<file path="src/rtl/romulus_config_pkg.sv">
// ============================================================================
// Module  : romulus_config_pkg
// Brief   : Shared configuration and state encoding for the Romulus TBC
//           round sequencer.
// Revision: 1.0
// ============================================================================
`default_nettype none

package romulus_config_pkg;

    localparam int RC_W         = 6;
    localparam int NUM_RNDS     = 40;
    localparam int RNDS_PER_CLK = 1;

    typedef enum logic [2:0] {
        ST_IDLE = 3'd0,
        ST_RUN  = 3'd1,
        ST_CORR = 3'd2,
        ST_INC  = 3'd3,
        ST_DONE = 3'd4
    } state_e;

endpackage

`default_nettype wire

</file>
<file path="src/rtl/skinny_rc_step.sv">
// ============================================================================
// Module  : skinny_rc_step
// Brief   : One combinational step of the SKINNY round-constant LFSR.
// Revision: 1.0
// ============================================================================
`default_nettype none

module skinny_rc_step #(
    parameter int RC_W = 6
) (
    input  logic [RC_W-1:0] rc_i,
    output logic [RC_W-1:0] rc_o
);

    assign rc_o = {rc_i[RC_W-2:0], rc_i[RC_W-1] ^ rc_i[RC_W-2] ^ 1'b1};

endmodule

`default_nettype wire

</file>
<file path="src/rtl/romulus_tbc_ctrl.sv">
// ============================================================================
// Module  : romulus_tbc_ctrl
// Brief   : Round sequencer driving the Romulus TBC datapath enables, tweakey
//           selects, counter correction select and SKINNY round constants.
// Revision: 1.0
// ============================================================================
`default_nettype none

module romulus_tbc_ctrl #(
    parameter int RNDS_PER_CLK = romulus_config_pkg::RNDS_PER_CLK,
    parameter int NUM_RNDS     = romulus_config_pkg::NUM_RNDS,
    parameter int RC_W         = romulus_config_pkg::RC_W
) (
    input  logic                         clk,
    input  logic                         rst,
    input  logic                         start,
    input  logic                         cnt_inc,
    output logic                         busy,
    output logic                         done,
    output logic [RC_W*RNDS_PER_CLK-1:0] constant,
    output logic                         sen,
    output logic                         senc,
    output logic                         xen,
    output logic                         xenc,
    output logic                         yen,
    output logic                         yenc,
    output logic                         zen,
    output logic                         zenc,
    output logic                         correct_cnt
);

    import romulus_config_pkg::*;

    localparam int              CNT_W    = $clog2(NUM_RNDS + 1);
    localparam logic [CNT_W-1:0] RND_STEP = CNT_W'(RNDS_PER_CLK);
    localparam logic [CNT_W-1:0] RND_LAST = CNT_W'(NUM_RNDS);

    state_e                          state_q, state_d;
    logic [RC_W-1:0]                 rc_q, rc_d;
    logic [CNT_W-1:0]                rnd_q, rnd_d;
    logic [RC_W*RNDS_PER_CLK-1:0]    rc_slices;

    // Chained LFSR steps: slice i is rc advanced i+1 times; the last slice
    // is also the rc value for the next cycle.
    generate
        for (genvar i = 0; i < RNDS_PER_CLK; i++) begin : g_rc_chain
            logic [RC_W-1:0] rc_in;
            logic [RC_W-1:0] rc_out;
            if (i == 0) begin : g_first
                assign rc_in = rc_q;
            end else begin : g_next
                assign rc_in = g_rc_chain[i-1].rc_out;
            end
            skinny_rc_step #(.RC_W(RC_W)) u_step (
                .rc_i (rc_in),
                .rc_o (rc_out)
            );
            assign rc_slices[i*RC_W +: RC_W] = rc_out;
        end
    endgenerate

    always_ff @(posedge clk) begin
        if (rst) begin
            state_q <= ST_IDLE;
            rc_q    <= '0;
            rnd_q   <= '0;
        end else begin
            state_q <= state_d;
            rc_q    <= rc_d;
            rnd_q   <= rnd_d;
        end
    end

    always_comb begin
        state_d     = state_q;
        rc_d        = rc_q;
        rnd_d       = rnd_q;
        busy        = 1'b0;
        done        = 1'b0;
        constant    = '0;
        sen         = 1'b0;
        senc        = 1'b0;
        xen         = 1'b0;
        xenc        = 1'b0;
        yen         = 1'b0;
        yenc        = 1'b0;
        zen         = 1'b0;
        zenc        = 1'b0;
        correct_cnt = 1'b0;

        case (state_q)
            ST_IDLE: begin
                if (start) begin
                    state_d = ST_RUN;
                    rc_d    = '0;
                    rnd_d   = '0;
                end else if (cnt_inc) begin
                    state_d = ST_INC;
                end
            end
            ST_RUN: begin
                busy     = 1'b1;
                sen      = 1'b1;
                senc     = 1'b1;
                xen      = 1'b1;
                xenc     = 1'b1;
                yen      = 1'b1;
                yenc     = 1'b1;
                zen      = 1'b1;
                zenc     = 1'b1;
                constant = rc_slices;
                rc_d     = rc_slices[(RNDS_PER_CLK-1)*RC_W +: RC_W];
                rnd_d    = rnd_q + RND_STEP;
                if (rnd_d == RND_LAST) begin
                    state_d = ST_CORR;
                end
            end
            ST_CORR: begin
                busy    = 1'b1;
                xen     = 1'b1;
                yen     = 1'b1;
                zen     = 1'b1;
                state_d = ST_DONE;
            end
            ST_INC: begin
                busy        = 1'b1;
                zen         = 1'b1;
                correct_cnt = 1'b1;
                state_d     = ST_DONE;
            end
            ST_DONE: begin
                busy    = 1'b1;
                done    = 1'b1;
                state_d = ST_IDLE;
            end
            default: begin
                state_d = ST_IDLE;
            end
        endcase
    end

endmodule

`default_nettype wire

</file>
<file path="config.mk">
export PLATFORM = sky130hd
export DESIGN_NAME = romulus_tbc_ctrl
export DESIGN_NICKNAME = d
export VERILOG_FILES = /design/src/rtl/romulus_config_pkg.sv /design/src/rtl/skinny_rc_step.sv /design/src/rtl/romulus_tbc_ctrl.sv
export SDC_FILE = /design/constraint.sdc
export NUM_CORES = 1
export LEC_CHECK = 0
export ABC_CLOCK_PERIOD_IN_PS = 3400
export CAP_MARGIN = 0
export CORE_UTILIZATION = 38
export CTS_BUF_LIST = sky130_fd_sc_hd__clkbuf_16
export DETAILED_ROUTE_END_ITERATION = 7
export PLACE_DENSITY_LB_ADDON = 0.3
export SLEW_MARGIN = 20
export SYNTH_ARGS = -nofsm -noshare
export SYNTH_HDL_FRONTEND = slang
export SYNTH_SLANG_ARGS = --single-unit
</file>
<file path="constraint.sdc">
create_clock -name clk -period 3.4 [get_ports clk]
set_clock_uncertainty 0.1 [all_clocks]
set_input_delay 0.51 -clock clk [delete_from_list [all_inputs] [get_ports clk]]
set_output_delay 0.51 -clock clk [all_outputs]
set_load 0.01 [all_outputs]
</file>
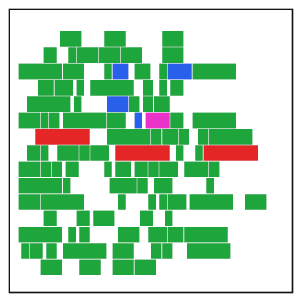
**Above:** cell sizes after repair.
(6 px per um)
| color | size | cells | share |
|---|---|---|---|
| magenta | _3 and _4 cells | 1 | 0.96% |
| blue | _2 cells | 4 | 3.8% |
| red | _6 and larger | 3 | 2.9% |
| green | _0 and _1 cells | 96 | 92% |
post-route cell area: 1000 um^2
Area Overhead vs Synth: 30.1%
nonclk buf count: 20
worst setup margin: 0.677 ns

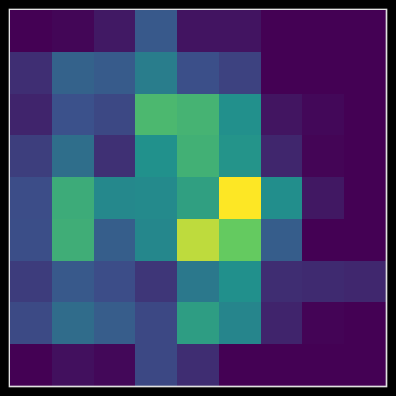
**Above:** wire density map.
(8 px per um) 9 x 9 tiles, from dark purple (low) to yellow (high), scaled to the fullest tile. Values are wire area over tile area, all layers added.
emptiest ninth of the die: upper right
fullest tile: 0.49
tiles over half the peak: 15%
densest ninth of the die: center
nearly empty tiles: 26%
GRT Overall Usage: 16.8%
wirelength, routed: 1.61 mm
total number of vias: 663

==> out/results.ini <==
[outcome]
status=finished clean

[yosys]
synth_area_um2=768
yosysMostFrequentCell=dfxtp_1
yosysSeqAreaShare_pct=39.1
synth.distinct_cells=33
async_flop_share_pct=0
top_cells_by_count=15 x dfxtp_1, 14 x nor2_1, 11 x a21oi_1
xor_share_pct=3.42
yosys_area_um2=768
synth.cellmix.simpleShare_pct=24.4
mux_area_share_pct=0
numSynthFlops=15
yosys_warnings=0
synthTopLogicFamily=simple AND/OR/NAND/NOR gates
ys_sh_aoi_pct=20.7
synth_cells=90
top_cells_by_area=dfxtp_1 39%, a21oi_1 7.2%, buf_4 6.8%, nor2_1 6.8%, and2_1 4.9%
synth-edff-count=0
syn_area_per_cell_um2=8.54
ys_sh_adder_pct=1.63
top_area_share_pct=39.1

[finish]
fillers=183
diodes=0
buffer_area_share_pct=20.0
drive_gt1_share_pct=7.69
fin_nets=110
logic_gates=64
regArea_um2=300
mostFrequentLayoutCell=clkdlybuf4s50_1
clkbuf_count=3
clock_area_share_pct=7.88
final_cell_mix=20 x clkdlybuf4s50_1, 15 x dfxtp_1, 14 x nor2_1
seq_cells=15
n_all_inverters=1

[setup_path]
worstPathRequired_ns=2.79
r2r-end=rnd_q[5]
reg2reg_depth=3
cp-end-kind=primary output
worst-path-buf-inv=2
cp-start-kind=flip-flop
arrival_ns=2.11
max_stage_delay_ns=0.53
crit_end=constant[4]
cp_num_cells=4
critical_path_class=flip-flop to primary output
crit_fanout=18
r2r_setup_slack_ns=1.63
slowest_stage=clkdlybuf4s50_1
path_cells=or3b_4 > inv_2 > and2_1 > clkdlybuf4s50_1
crit_start=state_q[0]

[global_route]
top_usage_layer=met2
grt_pass1_wl_mm=2.57
antenna_found_initial=0
use_met2_pct=25.3
grt_use_met1_pct=22.1
gr-usage-met3_pct=7.31
grt_max_degree=19
grt_overflow=0

[power_and_ir_drop]
p_comb_w=0.0000862
p_total_w=0.000499
switching_share_pct=23.3
p_leak_nw=0.390
p_clk_share_pct=44.2
p_int_w=0.000383
peakVddDrop_mv=0.412
combPwrFrac_pct=17.3
power_leader=the clock network
p_sw_w=0.000116

[final_timing]
max_freq_mhz=367
finalSetupTns_ns=0
slew_headroom_pct=64.6
finalClockPeriodUsage_pct=80.1
tightest_slew_ns=0.527
hold_viol_final=0
rsz0062_at_grt=false
maxSlewViolCount=0
post-route-min-period_ns=2.72
setup_violations=0

[cts]
holdBufCountCts=0
path_clk_slew_ns=0.05
cts_htree_levels=1
post_cts_buffers=0
cts-root-buf=clkbuf_16
clkSinkCount=15
cts_tree=done
clockBufferDepth=2

[min_path]
hold_depth=2
min_from=g_rc_chain[0].rc_in[2]
holdPathEnd=g_rc_chain[0].rc_in[2]

[placement]
placedCellCount=125
portBuffers=20
place_area_um2=921
pre_cts_slack_ns=0.960
dp_hpwl_mm=1.08

[floorplan]
die_w_um=47.0
ios=21
coreArea_um2=1800
fp_util_pct=42.6
die_area_um2=2210
fp-row-count=15
tap-cell-count=25

[route]
wl_met1_um=794
drtPass1Iterations=4
viasPerCell=5.14
post_drt_wl_per_cell_um=12.5
drt_iter0_markers=14
maxUsedRoutingLayer=met4

[job]
cap_viol_max_count=0
tool_warnings=26

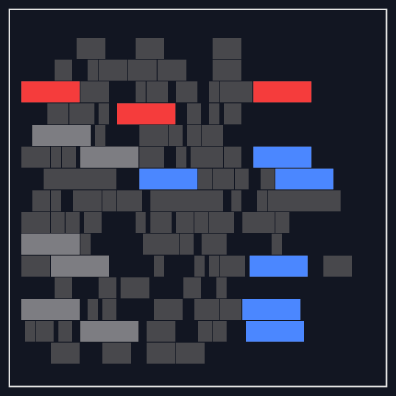
**Above:** sequential cells grouped by signal name.
(8 px per um)
| color | name in the netlist | flops |
|---|---|---|
| red | state_q | 3 |
| blue | rnd_q | 6 |
not colored: 6
Layout Utilization: 55.5%
seq pwr: 0.000192 W

Power and IR drop assume default switching activity.
